### The metal 1 layer

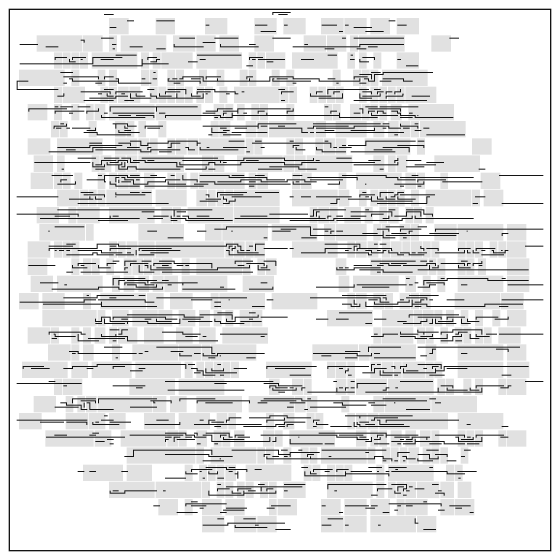
### Signal wires on met2

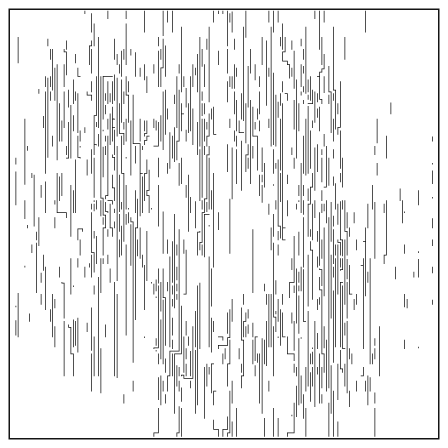
`src/rtl/pipe_skid_reg.sv`:
```
// Two-entry valid/ready skid buffer: registered head (out_data) plus one skid slot,
// with a registered in_ready so upstream stalls never see a combinational ready chain.
module pipe_skid_reg #(
  parameter int unsigned      WIDTH     = 32,
  parameter logic [WIDTH-1:0] RESET_VAL = '0
) (
  input  logic             CLK,
  input  logic             RST,
  input  logic             flush,
  input  logic             in_valid,
  output logic             in_ready,
  input  logic [WIDTH-1:0] in_data,
  output logic             out_valid,
  input  logic             out_ready,
  output logic [WIDTH-1:0] out_data,
  output logic [1:0]       count
);

  localparam int unsigned CW = 2;

  // State bits are {out_valid, skid_valid}; 2'b01 is never entered.
  typedef enum logic [1:0] {
    S_EMPTY = 2'b00,
    S_ONE   = 2'b10,
    S_FULL  = 2'b11
  } state_t;

  state_t           r_state;
  state_t           w_state_nxt;
  logic             r_in_ready;
  logic [CW-1:0]    r_count;
  logic [CW-1:0]    w_count_nxt;
  logic [WIDTH-1:0] r_out_data;
  logic [WIDTH-1:0] r_skid_data;
  logic [WIDTH-1:0] w_out_data_nxt;
  logic [WIDTH-1:0] w_skid_data_nxt;
  logic             w_in_fire;
  logic             w_out_fire;

  assign w_in_fire  = in_valid & r_in_ready;
  assign w_out_fire = r_state[1] & out_ready;

  // Next-state and data-path selection; flush drops everything but leaves data regs untouched.
  always_comb begin
    w_state_nxt     = r_state;
    w_out_data_nxt  = r_out_data;
    w_skid_data_nxt = r_skid_data;
    if (flush) begin
      w_state_nxt = S_EMPTY;
    end else begin
      case (r_state)
        S_EMPTY: begin
          if (w_in_fire) begin
            w_state_nxt    = S_ONE;
            w_out_data_nxt = in_data;
          end
        end
        S_ONE: begin
          if (w_in_fire && w_out_fire) begin
            w_out_data_nxt = in_data;
          end else if (w_in_fire) begin
            w_state_nxt     = S_FULL;
            w_skid_data_nxt = in_data;
          end else if (w_out_fire) begin
            w_state_nxt = S_EMPTY;
          end
        end
        S_FULL: begin
          if (w_out_fire) begin
            w_state_nxt    = S_ONE;
            w_out_data_nxt = r_skid_data;
          end
        end
        default: begin
          w_state_nxt = S_EMPTY;
        end
      endcase
    end
  end

  always_comb begin
    w_count_nxt = CW'(0);
    case (w_state_nxt)
      S_ONE:   w_count_nxt = CW'(1);
      S_FULL:  w_count_nxt = CW'(2);
      default: w_count_nxt = CW'(0);
    endcase
  end

  // in_ready stays low for one cycle after reset, then mirrors "skid slot free".
  always_ff @(posedge CLK) begin
    if (RST) begin
      r_state     <= S_EMPTY;
      r_in_ready  <= 1'b0;
      r_count     <= CW'(0);
      r_out_data  <= RESET_VAL;
      r_skid_data <= RESET_VAL;
    end else begin
      r_state     <= w_state_nxt;
      r_in_ready  <= (w_state_nxt != S_FULL);
      r_count     <= w_count_nxt;
      r_out_data  <= w_out_data_nxt;
      r_skid_data <= w_skid_data_nxt;
    end
  end

  assign out_valid = r_state[1];
  assign in_ready  = r_in_ready;
  assign out_data  = r_out_data;
  assign count     = r_count;

endmodule

```
`config.mk`:
```
export PLATFORM = sky130hd
export DESIGN_NAME = pipe_skid_reg
export DESIGN_NICKNAME = d
export VERILOG_FILES = /design/src/rtl/pipe_skid_reg.sv
export SDC_FILE = /design/constraint.sdc
export NUM_CORES = 1
export LEC_CHECK = 0
export ABC_AREA = 1
export CAP_MARGIN = 40
export CORE_UTILIZATION = 45
export CTS_CLUSTER_SIZE = 30
export DETAILED_ROUTE_END_ITERATION = 7
export GPL_ROUTABILITY_DRIVEN = 1
export MAX_ROUTING_LAYER = met4
export PLACE_DENSITY = 0.76
export SLEW_MARGIN = 5
export SYNTH_ARGS = -nofsm -noshare
export SYNTH_HDL_FRONTEND = slang
export SYNTH_SLANG_ARGS = --single-unit
```
`constraint.sdc`:
```
create_clock -name CLK -period 1.2 [get_ports CLK]
set_input_delay 0.18 -clock CLK [delete_from_list [all_inputs] [get_ports CLK]]
set_output_delay 0.18 -clock CLK [all_outputs]
set_load 0.01 [all_outputs]
```
==> impl_metrics.json <==
{
  "post-dp-hpwl_mm": 4.996,
  "met1_usage_pct": 29.30,
  "die_h_um": 85.54,
  "path_class": "reg2out",
  "ff_latch_area_um2": 1390,
  "clockRootBuffer": "clkbuf_8",
  "worst_slack_ns": 0.04359,
  "required_ns": 1.02,
  "drive_gt1_share_pct": 9.818,
  "avgSynthCellArea_um2": 6.612,
  "slew_headroom_pct": 85.50,
  "ant_nets": 0,
  "hold_end": "r_skid_data[30]",
  "synth_nets": 512,
  "coreArea_um2": 6756,
  "clk_pin_slew_ns": 0.07,
  "worstHoldPathCells": 3,
  "synth_warnings": 0,
  "routed.top_layer": "met4",
  "startpoint_type": "flip-flop",
  "worst_path_max_delay_cell": "dfxtp_1",
  "areaGrowthSynthToFinish_pct": 36.57,
  "holdWs_ns": 0.4814,
  "die-area_um2": 7317,
  "drv_slew": 0,
  "r2r_end": "out_data[31]",
  "vdd_drop_max_v": 0.0006800,
  "first_global_vias": 2944,
  "synth_top_area_share_pct": 43.98,
  "bufAreaShareNonClock_pct": 21.67,
  "status": "finished, final reports clean",
  "vias_per_cell": 5.029,
  "drc": 0,
  "finalSetupViolCount": 0,
  "seq-power_uw": 2390,
  "rows": 30,
  "switchingPower_uw": 1262,
  "place_ws_ns": -0.2841,
  "grt_usage_pct": 23.70,
  "grt-ovfl-total": 0,
  "top_usage_layer": "met2",
  "largest_cell_class": "logic gates",
  "finalNetCount": 582,
  "hp-class": "in2reg",
  "cts_sinks": 69,
  "lay_top_cells": "129 x nand2_1, 98 x nor2_1, 66 x dfxtp_1",
  "grt_pass1_wl_mm": 13.37,
  "warnings": 28,
  "seq_cells": 69,
  "yosys_cells": 475,
  "min_from": "in_data[30]",
  "pg_comb_uw": 594,
  "pwr-share-comb_pct": 11.0,
  "fillers": 607,
  "first_pass_iters": 4,
  "ys_top_cells_by_area": "dfxtp_1 44%, nand2_1 16%, nor2_1 12%",
  "clockNetworkAreaShare_pct": 6.009,
  "dr_wl_met3_um": 355,
  "finalHoldViolCount": 0,
  "antenna_cells": 0,
  "met2_length_mm": 3.714,
  "cts_tree": "built",
  "cp-end-kind": "output port",
  "top_area_cell": "dfxtp_1",
  "cts-buffers-inserted": 9,
  "taps": 80,
  "rsz0062_at_grt": "yes",
  "final.setup_skew_ns": 0.008516,
  "worst_pin_slew_ns": 0.2175,
  "yosysSeqAreaShare_pct": 43.98,
  "p_clk_share_pct": 44.8,
  "grtUsageMet3_pct": 4.042,
  "antenna_found_initial": 0,
  "fmax_mhz": 864.7,
  "switching_share_pct": 23.37,
  "layout_top_cell": "nand2_1",
  "numSynthFlops": 69,
  "gp_congestion": 0.7851,
  "r2r_cells": 8,
  "synth.distinct_cells": 23,
  "fin_crit_ns": 1.156,
  "utilization_pct": 63.48,
  "comb_area_share_pct": 34.28,
  "synth_cells": 475,
  "final_cells": 630,
  "clkbuf_count": 11,
  "intPower_uw": 4139,
  "die_w_um": 85.54,
  "n_all_buffers": 91,
  "wl_per_cell_um": 12.32,
  "drt_iter0_markers": 228,
  "ys_area_um2": 3141,
  "syn_area_um2": 3141,
  "path_max_fanout": 2,
  "cpPeakStageDelay_ns": 0.35,
  "power_leader": "clock",
  "clk_latency_ns": 0.35,
  "worstPathCellList": "dlygate4sd2_1",
  "cts_hold_buf": 0,
  "place.port_buffers": 72,
  "timing.rr.start": "r_state[0]",
  "max_cap_violations": 0,
  "cp.arrival_ns": 0.98,
  "comb_area_um2": 1470,
  "power.density_nw_per_um2": 1259,
  "sh_seq_area_pct": 32.41,
  "grt_max_degree": 33
}
Notes on 'The metal 1 layer' above:
nets with wire on the layer: 524
longest straight run: 24.4 um
share of all routed wire: 45%
wire length on this layer: 3520 um
main direction: horizontal

Notes on 'Signal wires on met2' above:
main direction: vertical
longest straight run: 34.0 um
share of all routed wire: 48%
nets with wire on the layer: 433
via count: 3168
total wire length: 7.760 mm
met2 Resource Use GR: 38.04%

worst reg2reg max path, delay by kind of cell, from the launching register on:
family | cells | cell delay, ns
simple gates | 6 | 0.45
flops | 1 | 0.38
buf+inv | 2 | 0.22
metrics by stage:
| stage | TNS [ns] | total power, uW | area, um^2 |
|---|---|---|---|
| final | 0 | 5401 | 4289 |
| after global routing | -0.2435 | 5608 | 4289 |
| after CTS | 0 | 5432 | 4267 |
| after detailed placement | -16.55 | 3073 | 4046 |
| after global placement | -14.32 | 3063 | 4046 |
| after floorplan | -0.1511 | 2724 | 3151 |
timing repair:
action	4_1_cts	5_1_grt
pin swaps	0	1
hold endpoints to repair	0	0
gates resized	41	13
setup endpoints to repair	98	37
buffers inserted	0	0
how the worst max path moves through the flow:
| stage | start | endpoint | cells past startpoint |
|---|---|---|---|
| after global routing | r_state[0] | out_data[31] | 8 |
| final | out_data[30] | out_data[30] | 1 |
| after floorplan | r_state[1] | out_data[10] | 7 |
| after detailed placement | in_valid | r_skid_data[25] | 5 |
| after CTS | r_state[1] | out_valid | 1 |
| after global placement | in_valid | out_data[7] | 7 |
cell usage after synthesis:
master,count
clkbuf_1,15
a21oi_2,1
clkinv_1,1
a21oi_1,1
a211oi_1,2
buf_4,5
nand3_1,33
nor3_1,32
dfxtp_1,69
nand2_2,2
buf_2,7
inv_4,1
nand3_4,1
buf_1,1
inv_1,35
nor2_4,1
o21ai_0,25
nand2_4,1
o21ai_1,7
nand3_2,1
buf_6,4
nor2_1,99
nand2_1,131
flip-flops by register name, summed over array words and instances (netlist names):
name         count
in_ready         1
r_skid_data     32
count            2
r_state          2
out_data        32
logic make-up after synthesis:
kind of cell    count (synthesis)  synth area share [%]
simple gates                  301                 39.84
buf+inv                        69                 10.16
compound gates                 36                 6.016
flops                          69                 43.98
Power figures rest on the tool's default switching activity, not on a simulated workload.
